--- config.mk ---
export PLATFORM = sky130hd
export DESIGN_NAME = id_stage
export DESIGN_NICKNAME = d
export VERILOG_FILES = /design/src/rtl/cpu_pkg.sv /design/src/rtl/id_decoder.sv /design/src/rtl/id_stage.sv
export SDC_FILE = /design/constraint.sdc
export NUM_CORES = 1
export LEC_CHECK = 0
export ABC_CLOCK_PERIOD_IN_PS = 3100
export CAP_MARGIN = 25
export CORE_ASPECT_RATIO = 0.6
export CORE_MARGIN = 2
export CORE_UTILIZATION = 35
export CTS_CLUSTER_SIZE = 40
export DETAILED_ROUTE_END_ITERATION = 10
export HOLD_SLACK_MARGIN = 0.12
export PLACE_DENSITY = 0.72
export SETUP_SLACK_MARGIN = 0.02
export SLEW_MARGIN = 20
export SYNTH_ARGS = -nofsm -noshare
export SYNTH_HDL_FRONTEND = slang
export SYNTH_SLANG_ARGS = --single-unit
--- constraint.sdc ---
create_clock -name clk -period 3.1 [get_ports clk]
set_clock_uncertainty 0.05 [all_clocks]
set_input_delay 0.775 -clock clk [delete_from_list [all_inputs] [get_ports clk]]
set_output_delay 0.775 -clock clk [all_outputs]
set_load 0.05 [all_outputs]
--- src/rtl/cpu_pkg.sv ---
// cpu_pkg: shared ALU op codes, opcodes, instruction field positions, decode FSM state and sign-extension helpers
package cpu_pkg;
   localparam logic [3:0] ALU_ADD = 4'd0;
   localparam logic [3:0] ALU_SUB = 4'd1;
   localparam logic [3:0] ALU_AND = 4'd2;
   localparam logic [3:0] ALU_OR  = 4'd3;
   localparam logic [3:0] ALU_XOR = 4'd4;
   localparam logic [3:0] OP_NOP  = 4'h0;
   localparam logic [3:0] OP_ADD  = 4'h1;
   localparam logic [3:0] OP_SUB  = 4'h2;
   localparam logic [3:0] OP_AND  = 4'h3;
   localparam logic [3:0] OP_OR   = 4'h4;
   localparam logic [3:0] OP_XOR  = 4'h5;
   localparam logic [3:0] OP_ADDI = 4'h6;
   localparam logic [3:0] OP_LI   = 4'h7;
   localparam logic [3:0] OP_HALT = 4'hF;
   localparam int OPC_LSB = 12;
   localparam int RD_LSB  = 9;
   localparam int RS1_LSB = 6;
   localparam int RS2_LSB = 3;
   typedef enum logic {S_RUN, S_HALT} state_t;
   function automatic logic [15:0] sext6(input logic [5:0] v);
      return {{10{v[5]}}, v};
   endfunction
   function automatic logic [15:0] sext9(input logic [8:0] v);
      return {{7{v[8]}}, v};
   endfunction
endpackage

--- src/rtl/id_decoder.sv ---
// id_decoder: combinational opcode decode; in opcode, out alu_op/use_imm/imm_sel(1=imm9)/zero_a/wb_en/is_halt/is_illegal
module id_decoder
   import cpu_pkg::*;
(
   input  logic [3:0] opcode,
   output logic [3:0] alu_op,
   output logic       use_imm,
   output logic       imm_sel,
   output logic       zero_a,
   output logic       wb_en,
   output logic       is_halt,
   output logic       is_illegal
);
   always_comb begin
      alu_op     = opcode == OP_SUB ? ALU_SUB :
                   opcode == OP_AND ? ALU_AND :
                   opcode == OP_OR  ? ALU_OR  :
                   opcode == OP_XOR ? ALU_XOR : ALU_ADD;
      use_imm    = opcode == OP_ADDI || opcode == OP_LI;
      imm_sel    = opcode == OP_LI;
      zero_a     = opcode == OP_LI;
      wb_en      = opcode >= OP_ADD && opcode <= OP_LI;
      is_halt    = opcode == OP_HALT;
      is_illegal = opcode > OP_LI && opcode < OP_HALT;
   end
endmodule

--- src/rtl/id_stage.sv ---
// id_stage: decode stage; instr valid/ready in, rf read ports with wb bypass, ID/EX register out, stall/flush/HALT/illegal handling
module id_stage
   import cpu_pkg::*;
(
   input  logic        clk,
   input  logic        rst,
   input  logic        instr_valid,
   input  logic [15:0] instr,
   output logic        instr_ready,
   input  logic        ex_stall,
   input  logic        flush,
   output logic [2:0]  rf_raddr_a,
   output logic [2:0]  rf_raddr_b,
   input  logic [15:0] rf_rdata_a,
   input  logic [15:0] rf_rdata_b,
   input  logic        wb_en,
   input  logic [2:0]  wb_addr,
   input  logic [15:0] wb_data,
   output logic        ex_valid,
   output logic [3:0]  ex_alu_op,
   output logic [15:0] ex_operand_a,
   output logic [15:0] ex_operand_b,
   output logic [2:0]  ex_rd,
   output logic        ex_wb_en,
   output logic        halted,
   output logic        illegal
);
   state_t      state, state_nxt;
   logic [3:0]  dec_alu_op;
   logic        dec_use_imm, dec_imm_sel, dec_zero_a, dec_wb_en, dec_halt, dec_illegal;
   logic        accept;
   logic [15:0] reg_a, reg_b, op_a, op_b;
   id_decoder u_dec (
      .opcode     (instr[OPC_LSB +: 4]),
      .alu_op     (dec_alu_op),
      .use_imm    (dec_use_imm),
      .imm_sel    (dec_imm_sel),
      .zero_a     (dec_zero_a),
      .wb_en      (dec_wb_en),
      .is_halt    (dec_halt),
      .is_illegal (dec_illegal)
   );
   assign rf_raddr_a = instr[RS1_LSB +: 3];
   assign rf_raddr_b = instr[RS2_LSB +: 3];
   assign accept     = instr_valid && instr_ready && !flush;
   always_comb begin
      reg_a = rf_raddr_a == 3'd0 ? 16'd0 : (wb_en && wb_addr == rf_raddr_a) ? wb_data : rf_rdata_a;
      reg_b = rf_raddr_b == 3'd0 ? 16'd0 : (wb_en && wb_addr == rf_raddr_b) ? wb_data : rf_rdata_b;
      op_a  = dec_zero_a ? 16'd0 : reg_a;
      op_b  = !dec_use_imm ? reg_b : dec_imm_sel ? sext9(instr[8:0]) : sext6(instr[5:0]);
   end
   always_ff @(posedge clk)
      state <= rst ? S_RUN : state_nxt;
   always_comb
      state_nxt = (accept && (dec_halt || dec_illegal)) ? S_HALT : state;
   always_comb begin
      instr_ready = state == S_RUN && !ex_stall;
      halted      = state == S_HALT;
   end
   always_ff @(posedge clk) begin
      if (rst) begin
         ex_valid     <= 1'b0;
         ex_alu_op    <= ALU_ADD;
         ex_operand_a <= 16'd0;
         ex_operand_b <= 16'd0;
         ex_rd        <= 3'd0;
         ex_wb_en     <= 1'b0;
         illegal      <= 1'b0;
      end else begin
         if (flush)
            ex_valid <= 1'b0;
         else if (accept) begin
            ex_valid     <= dec_wb_en;
            ex_alu_op    <= dec_alu_op;
            ex_operand_a <= op_a;
            ex_operand_b <= op_b;
            ex_rd        <= instr[RD_LSB +: 3];
            ex_wb_en     <= dec_wb_en;
         end else if (!ex_stall)
            ex_valid <= 1'b0;
         if (accept && dec_illegal)
            illegal <= 1'b1;
      end
   end
endmodule

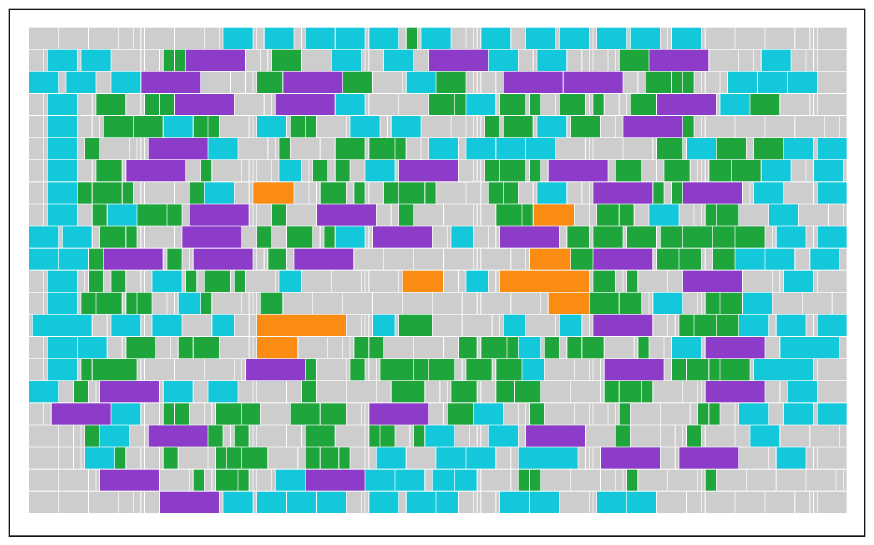
**Above:** run 1 (cell classes on the final placement).
Fill, decap, tap and diode cells in gray.
remaining logic cells: in green, cells 184, share of their area 34%. sequential cells: in purple, cells 42, share of their area 24%. remaining buffers and delay cells: in cyan, cells 132, share of their area 38%. clock drivers and dummy loads: in orange, cells 8, share of their area 4.1%.

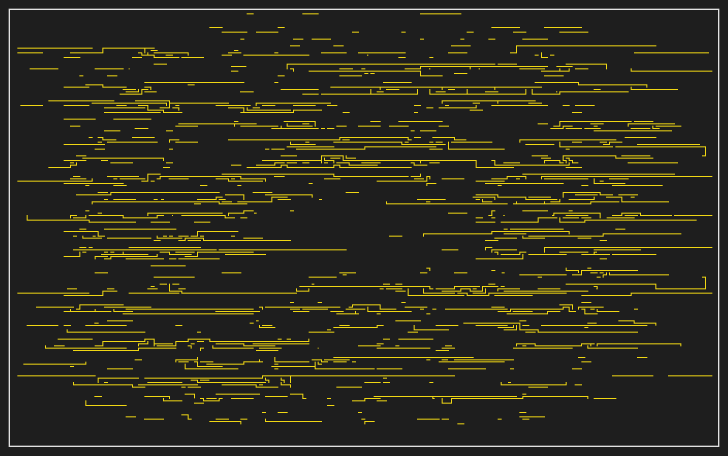
**Above:** run 1 (signal wires on met1).
The layer carries 3,130 um of wire. 366 nets have wire on it. The longest straight run is 31.3 um. The wires run mostly horizontal.

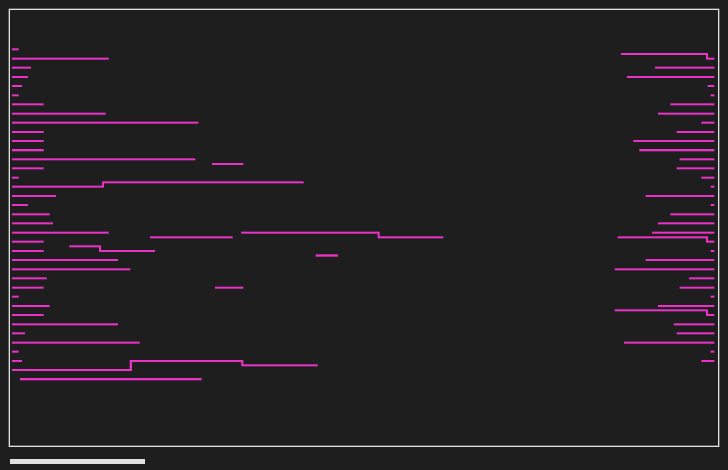
**Above:** run 1 (M3 wires).
The bar under the picture is 20 um long.
The wires run mostly horizontal. The layer holds 9.7% of the routed length. 73 nets have wire on it. The layer carries 650 um of wire.

==> writeup.txt, run 1 <==
The run gives 0.203 for the total routing resource utilization after global routing. The total die size was 6800 sq um. The run gives 649 um as the met3 routed wirelength. The tools report the number of hold violations in the final report as 0. Initial antenna violation count: 0.

The highest metal layer carrying signal wires in the routed design is met4. Each instance of the synthesized netlist takes up on average 8.52 sq um. The origin of the critical flop-to-flop path was halted$_SDFFE_PP0P_. In the final layout, the registers with the most flip-flops are ex_operand_a (16), ex_operand_b (16). The global-route wire length before repair was 11.0 mm. The fraction of final layout cells sized beyond drive strength 1 is 0.115.

The tools report the met2 routing resource usage after global routing as 0.317. The count of library flops with an enable pin was 0. The clock transition at the registers of the reported paths was 80 ps; the number of fill cells in the layout was 542. The worst setup path is captured at a register. The H-tree was split into 2 levels. Launching element type of the critical path: an input pin.

The floorplan has 22 rows. The flow ran to the end, and the final reports show no timing, DRC or antenna violations. The worst reg-to-reg setup slack was 1100 ps; the async set or reset register ratio after synthesis was 0. The detailed-routing iteration count for the pre-antenna-repair pass was 4; the estimated wirelength of the detail-placed design was 5.23 mm. The detailed placer reported the number of placed instances as 442. The routing usage on met3 is 0.0825, and the fraction of the yosys area taken by sequential cells is 0.392.
run 1: synthesized netlist by cell type, types with 2 or more instances:
library cell	instances	share of area
sky130_fd_sc_hd__a311oi_1	10	0.041
sky130_fd_sc_hd__a211oi_1	6	0.021
sky130_fd_sc_hd__mux2i_1	22	0.10
sky130_fd_sc_hd__nand2_1	25	0.044
sky130_fd_sc_hd__buf_4	7	0.024
sky130_fd_sc_hd__clkbuf_1	15	0.026
sky130_fd_sc_hd__a21oi_1	17	0.040
sky130_fd_sc_hd__o21ai_2	10	0.041
sky130_fd_sc_hd__nor3b_1	12	0.042
sky130_fd_sc_hd__mux2_2	3	0.016
sky130_fd_sc_hd__o21ai_0	7	0.016
sky130_fd_sc_hd__nor3_1	5	0.012
sky130_fd_sc_hd__nand4_1	2	0.0058
sky130_fd_sc_hd__nand3_1	21	0.049
sky130_fd_sc_hd__buf_2	2	0.0047
sky130_fd_sc_hd__dfxtp_1	42	0.39
sky130_fd_sc_hd__nor2_1	25	0.044
sky130_fd_sc_hd__xnor2_1	7	0.029
run 1: logic make-up (layout without fill, tap and decap cells):
group,Yosys count,in the layout,synth area share
xor+xnor,7,7,0.0286
compound gates,52,52,0.165
simple gates,99,99,0.233
buf+inv,26,140,0.0624
other cells,1,1,0.00175
mux,25,25,0.118
flops,42,42,0.392
run 1: power groups by stage:
| stage | Clock, mW | Sequential, mW | Combinational [mW] |
|---|---|---|---|
| 2_1_floorplan | 0 | 0.656 | 0.138 |
| 3_3_place_gp | 0 | 0.584 | 0.391 |
| 3_5_place_dp | 0 | 0.585 | 0.395 |
| 4_1_cts | 0.545 | 0.572 | 0.396 |
| 5_1_grt | 0.570 | 0.574 | 0.421 |
| 6_report | 0.537 | 0.572 | 0.394 |
run 1: worst max path at each step:
stage | endpoint | slack, ps | startpoint
2_1_floorplan | ex_operand_b[10]$_SDFFE_PP0P_ | 790 | instr[13]
3_3_place_gp | ex_operand_a[10]$_SDFFE_PP0P_ | 290 | ex_stall
3_5_place_dp | ex_operand_a[9]$_SDFFE_PP0P_ | 210 | ex_stall
4_1_cts | ex_operand_a[7]$_SDFFE_PP0P_ | 520 | ex_stall
5_1_grt | ex_operand_a[7]$_SDFFE_PP0P_ | 430 | ex_stall
6_report | ex_operand_a[7]$_SDFFE_PP0P_ | 520 | ex_stall
run 1: worst reg2reg max path, delay by kind of cell, from the launching register on:
family	cells	cell delay [ps]
AOI/OAI and AO/OA	1	180
buffers and inverters	1	230
DFF	1	360
and+or+nand+nor	2	1110
run 1: layout make-up:
class | instances | area [sq um] | area share
clock buffers | 6 | 82.6 | 0.0230
clock inverters | 2 | 60.1 | 0.0167
flip-flops and latches | 42 | 841 | 0.234
well taps | 84 | 105 | 0.0292
multi-input cells | 184 | 1180 | 0.328
repair buffers | 132 | 1330 | 0.369
run 1: metrics by stage:
step / util / total power [mW] / hold slack, ps / area, sq um
2_1_floorplan: - / 0.794 / 621 / 2150
4_1_cts: 0.596 / 1.51 / 405 / 3590
5_1_grt: 0.597 / 1.57 / 436 / 3600
3_3_place_gp: 0.572 / 0.975 / 384 / 3450
3_5_place_dp: 0.572 / 0.979 / 395 / 3450
6_report: 0.597 / 1.50 / 404 / 3600
**Run 1: wiring heat map**

The bar under the picture is 20 um long. The die is cut into 21 by 13 equal tiles; dark blue is low, red is high, scaled to the fullest tile. Values are wire area over tile area, all layers added.
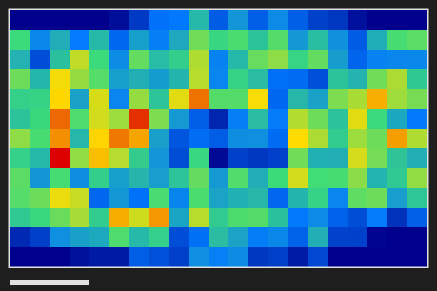

==> inputs of run 2 (changes only) <==
ABC_CLOCK_PERIOD_IN_PS = 2500   (was 3100)
clock period = 2.5 ns   (was 3.1 ns; I/O delays follow)
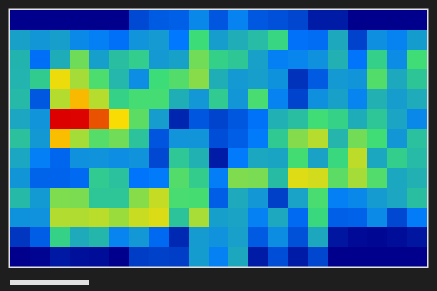
**Above:** run 2 (wiring heat map).
The bar under the picture is 20 um long. The die is cut into 21 by 13 equal tiles; dark blue is low, red is high, scaled to the fullest tile. Values are wire area over tile area, all layers added.
19% of the tiles are over half the peak. 7.0% of the tiles are nearly empty. The fullest tile reaches 0.50. The mean over all tiles is 0.17.

==> writeup.txt, run 2 <==
The main logic family after synthesis was simple AND/OR/NAND/NOR gates. With the share of the synthesized area in the top cell type at 0.392, the adder and majority gate portion of the synthesized area is 0. The final core utilization is 0.611. The run gives 2 as the number of levels in the clock H-tree.

The async set or reset register ratio after synthesis was 0; the signed area change from the synthesized netlist to the final layout was 71.6%. In the log, the iteration count for the first detailed-route pass is 4. The registers reported with the highest flop counts are ex_operand_a (16), ex_operand_b (16). The clock transition at the registers of the reported paths was 80 ps; the starting utilization of the core area was 0.356. Per the summary, power density relative to cell area is 457 nW/um^2.

STA shows the worst reg2reg path with a cell count of 4. The run gives 5 for the number of buffers inserted during clock tree synthesis. After synthesis, the netlist uses 32 different library cells.

The area share of xor/xnor cells in the synthesized design is 0.0286. The root buffer cell chosen for the clock tree is sky130_fd_sc_hd__clkbuf_8. The critical path ends at ex_operand_a[7]$_SDFFE_PP0P_. The tools report the total power of the final layout as 1.68 mW. Per the post-synthesis stats, the area per cell is 8.52 sq um. The most critical setup path has its startpoint at ex_stall. The run finished with clean final reports. The fraction of final layout cells sized beyond drive strength 1 is 0.136. For this run, the top clock speed supported by timing is 424 MHz. With the arrival time of the worst setup path at 2520 ps, the fraction of the yosys area taken by sequential cells is 0.392. Per the Yosys statistics, synthesis produced 252 cells. The count of library flops with an enable pin works out to 0. Sorting the synthesis cell report by count puts at the top sky130_fd_sc_hd__dfxtp_1. Per the final timing report, the hold violations number 0. In the synthesized netlist, the cells that appear most often are 42 x sky130_fd_sc_hd__dfxtp_1, 25 x sky130_fd_sc_hd__nand2_1, 25 x sky130_fd_sc_hd__nor2_1. Per the timing report, the most critical flop-to-flop path originates at halted$_SDFFE_PP0P_. For the global-route wire length before repair, the log shows 11.4 mm. After synthesis, the cell types taking the most area are sky130_fd_sc_hd__dfxtp_1 39%, sky130_fd_sc_hd__mux2i_1 10%, sky130_fd_sc_hd__nand3_1 4.9%.

The report lists the number of standard-cell rows as 22. For the total routing resource utilization after global routing, the log shows 0.212. Proportion of synthesized area in mux cells: 0.118.

With the area fraction in and, or, nand and nor cells after synthesis at 0.233, the worst reg-to-reg setup slack is 500 ps. The tools report the initial antenna violation count as 0. The run gives 5.49 mm for the estimated wirelength of the detail-placed design.

The run gives 0.214 mV as the highest ir drop seen on vdd. sky130_fd_sc_hd__dfxtp_1 takes more of the synthesized area than any other cell. The and-or/or-and share of the synthesized area was 0.165. The kind of capture point of the worst setup path was a register.
[run 2: cell counts after synthesis]
Identical to the previous run, type by type.
[run 2: where the power goes]
group,switching (mW),internal (mW)
clock,0.236,0.222
combinational,0.267,0.249
sequential,0.0145,0.695
total,0.517,1.17
[run 2: logic make-up (layout without fill, tap and decap cells)]
kind of cell | Yosys count | count (layout)
xor+xnor | 7 | 7
compound gates | 52 | 52
mux | 25 | 25
other cells | 1 | 1
buf+inv | 26 | 150
simple gates | 99 | 99
flops | 42 | 42
[run 2: final cells by class]
type	instances	area, sq um
Timing Repair Buffer	142	1460
Clock buffer	6	82.6
Tap cell	84	105
Multi-Input combinational cell	184	1180
Sequential cell	42	841
Fill cell	539	2340
Clock inverter	2	12.5
[run 2: critical path, delay by kind of cell]
| family | cells | cell delay (ps) |
|---|---|---|
| simple gates | 2 | 1080 |
| buf+inv | 2 | 630 |
| compound gates | 1 | 180 |
[run 2: through the flow]
stage	instances	cell area (sq um)	worst slack, ps	hold slack [ps]
floorplan	252	2150	337	621
global placement	451	3580	-84.1	384
detailed placement	451	3580	-174	397
CTS	459	3680	136	413
global route	460	3680	96.4	435
finish	460	3680	140	405
[run 2: per-layer routing]
| layer | vias to the layer above | GRT usage | part of all wire |
|---|---|---|---|
| met1 | 1079 | 0.279 | 0.46 |
| li1 | 1149 | - | - |
| met4 | 0 | 0.0533 | 0.0073 |
| met3 | 8 | 0.0714 | 0.098 |
| met2 | 100 | 0.336 | 0.44 |
| met5 | - | 0 | 0 |
[run 2: worst min path at each step]
stage                                              from                       endpoint  depth (start not counted)
after floorplan               ex_alu_op[2]$_SDFFE_PP0P_      ex_alu_op[2]$_SDFFE_PP0P_                          2
after global routing      ex_operand_a[14]$_SDFFE_PP0P_  ex_operand_a[14]$_SDFFE_PP0P_                          2
after global placement     ex_operand_a[9]$_SDFFE_PP0P_   ex_operand_a[9]$_SDFFE_PP0P_                          2
after CTS                         ex_rd[2]$_SDFFE_PP0P_          ex_rd[2]$_SDFFE_PP0P_                          2
after detailed placement   ex_operand_a[0]$_SDFFE_PP0P_   ex_operand_a[0]$_SDFFE_PP0P_                          2
final                             ex_rd[2]$_SDFFE_PP0P_          ex_rd[2]$_SDFFE_PP0P_                          2
Power is estimated from default activity; no workload was simulated.
